File: config.mk
export PLATFORM = sky130hd
export DESIGN_NAME = phase_sequencer
export DESIGN_NICKNAME = d
export VERILOG_FILES = /design/src/rtl/phase_sequencer.sv
export SDC_FILE = /design/constraint.sdc
export NUM_CORES = 1
export LEC_CHECK = 0
export ABC_AREA = 1
export CORE_UTILIZATION = 39
export DETAILED_ROUTE_END_ITERATION = 16
export PLACE_DENSITY = 0.73
export SYNTH_ARGS = -nofsm -noshare
export SYNTH_HDL_FRONTEND = slang
export SYNTH_SLANG_ARGS = --single-unit
File: constraint.sdc
create_clock -name CLK -period 1.3 [get_ports CLK]
set_clock_uncertainty 0.15 [all_clocks]
set_input_delay 0.26 -clock CLK [delete_from_list [all_inputs] [get_ports CLK]]
set_output_delay 0.26 -clock CLK [all_outputs]
set_load 0.01 [all_outputs]
File: src/rtl/phase_sequencer.sv
// phase_sequencer
// Two-phase non-overlapping enable sequencer. Each machine cycle runs
// PH1 / gap / PH2 / gap. Each gap lasts GAP+1 clocks, so one machine cycle
// takes 2*GAP+4 clocks. Machine cycles run back to back while RUN is high
// and HALT_REQ is low. A rising edge on STEP requests exactly one cycle.
//
// Ports
//   CLK       in   system clock, rising edge
//   RST       in   asynchronous reset, active low
//   RUN       in   free-run enable (level)
//   STEP      in   single-step request (rising edge)
//   HALT_REQ  in   stop at the end of the current machine cycle (level)
//   GAP[1:0]  in   dead-time setting, latched on each P1 entry
//   PH1, PH2  out  phase enables, decoded from the state register
//   SYNC      out  toggles once per completed machine cycle (resets to 1)
//   BUSY      out  high outside IDLE
//   HALTED    out  high in IDLE
//   CYC_CNT   out  completed machine cycle count, wraps at 255
//
// Build option: define CYCLE_COUNT_EN to build the cycle counter. If it is
// not defined, CYC_CNT is tied to 0 and no counter flops are built.
//
// state | meaning
// IDLE  | halted, waiting for RUN or a pending step
// P1    | phase-1 enable, one clock
// G1    | dead time between PH1 and PH2
// P2    | phase-2 enable, one clock
// G2    | dead time closing the machine cycle

module phase_sequencer (
  input  logic       CLK,
  input  logic       RST,
  input  logic       RUN,
  input  logic       STEP,
  input  logic       HALT_REQ,
  input  logic [1:0] GAP,
  output logic       PH1,
  output logic       PH2,
  output logic       SYNC,
  output logic       BUSY,
  output logic       HALTED,
  output logic [7:0] CYC_CNT
);

  typedef enum logic [2:0] {IDLE, P1, G1, P2, G2} stateT;

  stateT      state;
  stateT      nextState;
  logic       armed;
  logic       stepDly;
  logic       stepPend;
  logic       stepEdge;
  logic       gapZero;
  logic       startReq;
  logic       cycleEnd;
  logic       enterP1;
  logic       enterGap;
  logic       syncReg;
  logic [1:0] gapLat;
  logic [1:0] gapCnt;

  assign stepEdge = STEP & ~stepDly;
  assign gapZero  = (gapCnt == 2'd0);
  // armed stays low for the first edge after reset release. This holds off
  // the first P1 until the second rising edge.
  assign startReq = armed & ((RUN & ~HALT_REQ) | stepPend);
  assign cycleEnd = (state == G2) & gapZero;
  // P1 is only ever entered from IDLE or G2, never held across cycles.
  assign enterP1  = (nextState == P1);
  assign enterGap = (state == P1) | (state == P2);

  always_ff @(posedge CLK or negedge RST) begin
    if (!RST) state <= IDLE;
    else      state <= nextState;
  end

  always_comb begin
    nextState = state;
    case (state)
      IDLE:    if (startReq) nextState = P1;
      P1:      nextState = G1;
      G1:      if (gapZero) nextState = P2;
      P2:      nextState = G2;
      G2:      if (gapZero) nextState = startReq ? P1 : IDLE;
      default: nextState = IDLE;
    endcase
  end

  always_comb begin
    PH1    = (state == P1);
    PH2    = (state == P2);
    BUSY   = (state != IDLE);
    HALTED = (state == IDLE);
    SYNC   = syncReg;
  end

  always_ff @(posedge CLK or negedge RST) begin
    if (!RST) begin
      armed    <= 1'b0;
      stepDly  <= 1'b0;
      stepPend <= 1'b0;
      gapLat   <= 2'd0;
      gapCnt   <= 2'd0;
      syncReg  <= 1'b1;
    end else begin
      armed   <= 1'b1;
      stepDly <= STEP;
      // A P1 entry consumes the pending step. An edge arriving on that same
      // clock re-arms the flag. While the flag is set, further edges are
      // absorbed.
      if (enterP1) stepPend <= stepEdge;
      else         stepPend <= stepPend | stepEdge;
      if (enterP1) gapLat <= GAP;
      if (enterGap)
        gapCnt <= gapLat;
      else if (((state == G1) || (state == G2)) && !gapZero)
        gapCnt <= gapCnt - 2'd1;
      if (cycleEnd) syncReg <= ~syncReg;
    end
  end

`ifdef CYCLE_COUNT_EN
  logic [7:0] cycCnt;

  always_ff @(posedge CLK or negedge RST) begin
    if (!RST)          cycCnt <= 8'd0;
    else if (cycleEnd) cycCnt <= cycCnt + 8'd1;
  end

  assign CYC_CNT = cycCnt;
`else
  assign CYC_CNT = 8'd0;
`endif

endmodule

### Close-up of the layout, run 1

Window x 21 to 41, y 0 to 20 um. Cells in gray, sequential cells in the stronger gray; small squares are vias.
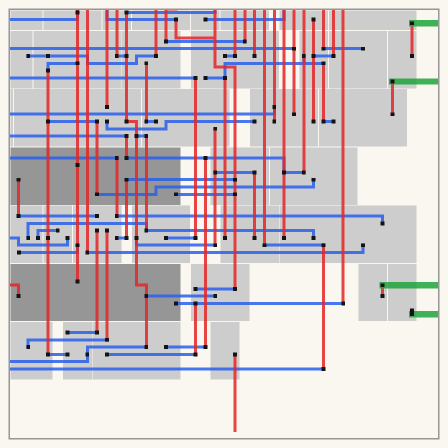
color	layer
red	metal 2
blue	metal 1
green	metal 3
cells with their middle in the window	27
sequential cells in the window	2
netlist names of flops here include	state (2)
most frequent	buf_4 (7), buf_6 (5), conb_1 (4)

### Routed metal, one color a layer, run 1

Scale: 10 px per um.
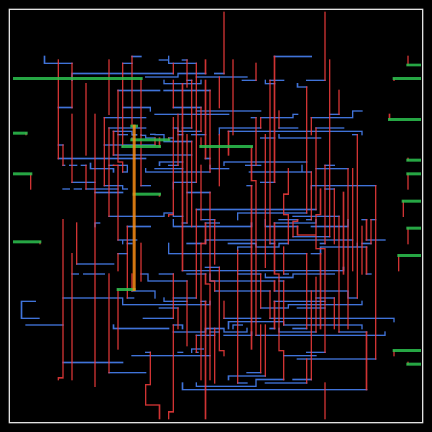
color	layer	wire length
orange	metal 4	16.3 um
red	metal 2	815 um
blue	metal 1	632 um
green	metal 3	52.2 um

### Clock distribution, run 1

Scale: 6 px per um.
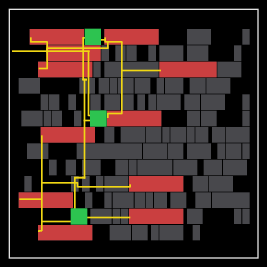
[red] flip-flops | count: 11
[green] clock drivers | count: 3
[yellow] clock wires | length: 155 um
routed clock nets	4

==> results.toml, run 1 <==
# physical design summary
[yosys]
area_leaders = "dfrtp_1, buf_4, inv_1"
yosysSeqAreaShare = 0.461
ys_sh_xor = 0.0146
top_logic_kind = "buffers and inverters"
avgSynthCellArea_um2 = 8.21
yosys.area.top_type_share = 0.418
synthAdderAreaFrac = 0.0209
ys_cells = 73
synth_cell_type_count = 20

[timing]
setup_ws_ns = -0.270
timing.final.hold_violations = 0
finalSetupViolations = 12
min_period_over_period = 1.21
finalCriticalPeriod_ns = 1.57
maxSlewViolCount = 0
grt_setup_unrepaired = "true"

[placement]
port_buffers = 11

[cts]
path_clk_slew_ns = 0.07
numCtsBuffers = 3
cts_max_level = 1
clock-root-buffer = "clkbuf_4"

[power_and_ir_drop]
power_density_nw_per_um2 = 2450

[layout]
drive_gt1_frac = 0.473
fill_cells = 98
finalInstanceArea_um2 = 1000
fin_nets = 119
area_growth_pct = 67.2

[outcome]
outcome = "complete, but fails checks"
failed_checks = "negative setup slack"

[worst_setup_path]
worstSetupPathType = "reg2out"
arrival_ns = 1.16
endpoint_kind = "output port"
path_common_cell = "inv_2"
path_cells = "inv_2 > nor2_4 > inv_2 > nor2_2 > buf_2"
worstReg2RegEnd = "gapCnt[0]$_DFFE_PN0P_"
start_kind = "flip-flop"
crit_cells = 5

[drt]
firstDrtPassIters = 4
vias_per_cell = 4.57
first_iter_violations = 7
vias = 571

[min_path]
hold_class = "in2async"

[run]
tool_warnings = 28
cap_violations = 0

[global_routing]
grt_max_degree = 8
grt_usage = 0.200
grt_pass1_vias = 501
==> run 1: how the worst min path moves through the flow <==
stage	depth (start not counted)	slack (ns)	from	to
6_report	1	0.05	RST	state[2]$_DFF_PN0_
3_5_place_dp	1	0.28	stepDly$_DFF_PN0_	stepPend$_DFF_PN0_
3_3_place_gp	1	0.26	stepDly$_DFF_PN0_	stepPend$_DFF_PN0_
4_1_cts	1	0.05	RST	state[0]$_DFF_PN0_
2_1_floorplan	0	-0.19	RST	armed$_DFF_PN0_
5_1_grt	1	0.06	RST	state[0]$_DFF_PN0_
==> run 1: per-stage QoR <==
step / total power [mW] / setup WS [ns]
2_1_floorplan: 1.14 / 0.0192
3_3_place_gp: 1.68 / -0.364
3_5_place_dp: 1.73 / -0.365
4_1_cts: 2.20 / -0.221
5_1_grt: 2.62 / -0.348
6_report: 2.46 / -0.270
==> run 1: layout make-up <==
| class | count | area [um2] | area share |
|---|---|---|---|
| multi-input combinational | 47 | 313 | 0.312 |
| timing repair buffer | 34 | 313 | 0.312 |
| sequential | 11 | 277 | 0.276 |
| inverter | 14 | 55.1 | 0.0549 |
| clock buffer | 4 | 26.3 | 0.0262 |
| tap | 15 | 18.8 | 0.0187 |
==> run 1: cell families (layout without fill, tap and decap cells) <==
family	count (synthesis)	in the layout
AND-OR/OR-AND	13	13
XOR/XNOR	1	1
adder cells (fa/ha/maj)	1	1
buffers and inverters	22	52
flip-flops	11	11
other	2	9
AND/OR/NAND/NOR	23	23
==> run 1: per-layer routing <==
metal / part of all wire / vias to the layer above / track usage
met4: 0.011 / 0 / 0.0968
met2: 0.54 / 23 / 0.363
met3: 0.034 / 3 / 0.0489
met1: 0.42 / 262 / 0.211
li1: - / 283 / -
met5: 0 / - / 0
==> run 1: state kept, by name, summed over array words and instances (netlist names) <==
| signal | flops |
|---|---|
| gapCnt | 2 |
| stepPend | 1 |
| state | 3 |
| gapLat | 2 |
| SYNC | 1 |
| armed | 1 |
| stepDly | 1 |
==> run 1: power breakdown <==
part / internal, mW / total [mW] / switching (mW)
sequential: 0.490 / 0.588 / 0.0983
combinational: 0.869 / 1.63 / 0.764
clock: 0.119 / 0.236 / 0.117
==> run 1: timing repair <==
action,in CTS,in global routing
setup endpoints to repair,13,14
pin swaps,1,7
gates cloned,0,0
endpoints found under the hold margin,0,0
buffers inserted,4,3
gates resized,34,18
==> run 1: cell usage after synthesis <==
library cell   n
dfrtp_1       10
inv_1         10
nand2_1       10
buf_4          8
nor2_1         5
o21ai_0        5
a21oi_1        4
inv_2          4
nor2_2         4
conb_1         2
nor3_1         2
a31o_2         1
dfstp_2        1
ha_1           1
nand2_2        1
o2111ai_1      1
o21ai_2        1
o22ai_1        1
or2_1          1
xnor2_1        1
### Routing congestion, run 1

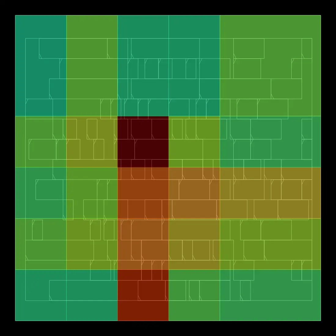

==> run 1 -> run 2 <==
Settings changed: CORE_UTILIZATION 39 to 40, PLACE_DENSITY 0.73 to 0.71.
Clock period 1.3 ns to 1.6 ns, I/O delays scaled along.
### Routing congestion, run 2

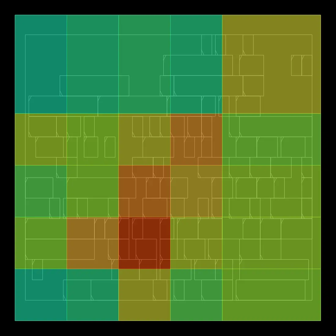
grt peak-use layer: met2
GRT Total Usage: 0.193
Layout Utilization: 0.639
met1 Use GR: 0.224
met3 usage: 0.0978

### Routed metal, one color a layer, run 2

Scale: 10 px per um.
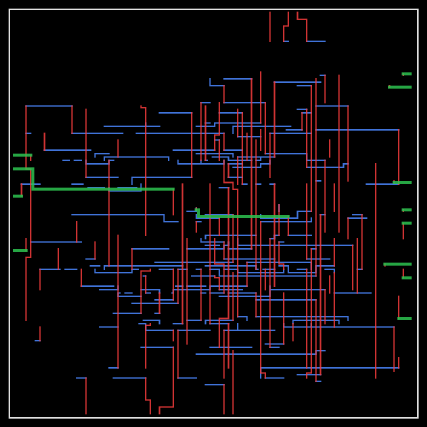
color	layer	wire length
green	metal 3	41.4 um
red	metal 2	619 um
blue	metal 1	491 um

==> run 2 against run 1 <==
The flow still finishes with violations (negative setup slack). Worst setup slack better by 0.25 ns. Sequential power down 21%. Sequential cell count unchanged. Core utilization down 9.5 points. Die size down 2.4%. Design area down 14%. Via count down 8.9%.
==> results.toml, run 2 <==
# physical design summary
[yosys]
yosysSeqAreaShare = 0.461
ys_sh_xor = 0.0146
yosys.area.top_type_share = 0.418
synthArstFlopShare = 1.00
ys_sh_simple = 0.173
largest_area_cell = "dfrtp_1"
avgSynthCellArea_um2 = 8.21
synthAdderAreaFrac = 0.0209
ys_top_cells_by_count = "dfrtp_1, inv_1, nand2_1"
synth_cell_type_count = 20
ff_type = "dfrtp_1"
top_logic_kind = "buffers and inverters"
synth.cellmix.compoundShare = 0.129
edf_count = 0
area_leaders = "dfrtp_1, buf_4, inv_1"
ys_cells = 73
ys_chip_area_um2 = 599

[floorplan]
std_cell_rows = 13
coreArea_um2 = 1350
fp.dieW_um = 40.7

[drt]
wl_um = 1150
route.met2.wl_um = 619
vias = 520
ant_nets = 0
vias_per_cell = 4.41
firstDrtPassIters = 2
first_iter_violations = 2
wl_met1_um = 491
routed.top_layer = "met3"
wl_met3_um = 41
drt-wirelength-per-cell_um = 9.75

[cts]
numCtsBuffers = 3
cts_max_level = 1
ctsLongestPathBuffers = 2
cts.sinks = 11
ctsHoldBuffers = 0
path_clk_slew_ns = 0.07
clk_latency_ns = 0.26
clock-root-buffer = "clkbuf_4"
cts_tree = "yes"

[timing]
setup_ws_ns = -0.0213
finalCriticalPeriod_ns = 1.62
maxSlewViolCount = 0
grt_setup_unrepaired = "true"
finalSetupViolations = 3
whs_ns = 0.237
fmax_mhz = 617
min_period_over_period = 1.01
timing.final.hold_violations = 0

[worst_setup_path]
worstReg2RegEnd = "state[0]$_DFF_PN0_"
cp.required_ns = 1.13
crit_fanout = 2
path_cells = "buf_6 > inv_4 > nor2_4 > inv_2 > nor2_2 > buf_2"
reg2regPathDepth = 5
worstSetupPathType = "reg2out"
endpoint_kind = "output port"
worst_path_largest_cell_delay_ns = 0.38
start_kind = "flip-flop"
arrival_ns = 1.15

[layout]
final_cell_mix = "buf_4, inv_1, nand2_1, dfrtp_1, conb_1"
largest_reg_flops = 3
fin_nets = 112
largest-register = "state"
drive_gt1_frac = 0.350
finalInstanceArea_um2 = 862
mostFrequentLayoutCell = "buf_4"
area_growth_pct = 43.8
reg.largest.list = "state (3), gapCnt (2), gapLat (2)"
diodes = 0

[placement]
hpwl_um = 835
port_buffers = 11

[power_and_ir_drop]
p_seq_frac = 0.283
ir_worst_vdd_mv = 0.835
total_power_mw = 1.65
p_int_mw = 1.02
pwr-share-comb = 0.608
switching_share = 0.381
pwr-share-clk = 0.109
power_density_nw_per_um2 = 1920
switchingPower_mw = 0.630

[run]
cap_violations = 0
tool_warnings = 28

[outcome]
outcome = "complete, but fails checks"
failed_checks = "negative setup slack"

[global_routing]
grt_pass1_wl_um = 2020
grt_pass1_vias = 485
grt_max_degree = 12

[min_path]
hold_class = "in2async"
-- run 2: cell count changes in the layout (fill, tap and decap cells not counted), moves of 2 or more --
cell     before  now
buf_6        12    4
inv_1         7   10
inv_2         6    3
o21ai_0       2    5
o21ai_1       3    0
nor3_1        0    2
-- run 2: worst max-delay path by stage --
stage / endpoint / slack (ns) / cells after the start
global placement: HALTED / -0.10 / 4
global route: PH1 / -0.11 / 6
floorplan: PH1 / 0.28 / 4
detailed placement: PH1 / -0.12 / 4
finish: PH1 / -0.02 / 6
CTS: PH2 / -0.004 / 6
-- run 2: cell type report --
type	count	area, um2
Tap cell	15	18.8
Clock buffer	4	26.3
Inverter	14	55.1
Timing Repair Buffer	27	231
Sequential cell	11	277
Multi-Input combinational cell	47	254
Fill cell	120	488
-- run 2: metal layers --
metal,track usage,vias up
li1,-,268
met2,0.325,14
met3,0.0978,0
met1,0.224,238
met5,0,-
met4,0.0250,0
-- run 2: logic make-up after synthesis --
logic type	after synthesis
AOI/OAI and AO/OA	13
other	2
adders and majority gates	1
DFF	11
and+or+nand+nor	23
buffers and inverters	22
xor gates and xnor gates	1
-- run 2: power groups by stage --
stage | logic (mW) | registers, mW | clock network [mW]
floorplan | 0.456 | 0.472 | 0
global placement | 0.819 | 0.470 | 0
detailed placement | 0.838 | 0.476 | 0
CTS | 0.884 | 0.463 | 0.192
global route | 1.12 | 0.481 | 0.208
finish | 1.01 | 0.467 | 0.180
-- run 2: critical path, delay by kind of cell, from the launching register on --
family,cells,cell delay [ns]
buffers and inverters,4,0.34
flip-flops,1,0.38
AND/OR/NAND/NOR,2,0.16
-- run 2: timing repair --
action,in CTS,in global routing
setup endpoints to repair,5,5
pin swaps,1,2
buffers inserted,4,2
gates resized,20,6
-- run 2: stage by stage --
stage	setup WS, ns	std cells	setup TNS [ns]
floorplan	0.281	80	0
global placement	-0.100	108	-0.355
detailed placement	-0.117	108	-0.528
CTS	-0.00426	116	-0.00426
global route	-0.107	118	-0.334
finish	-0.0213	118	-0.0473
Power is estimated from default activity; no workload was simulated.
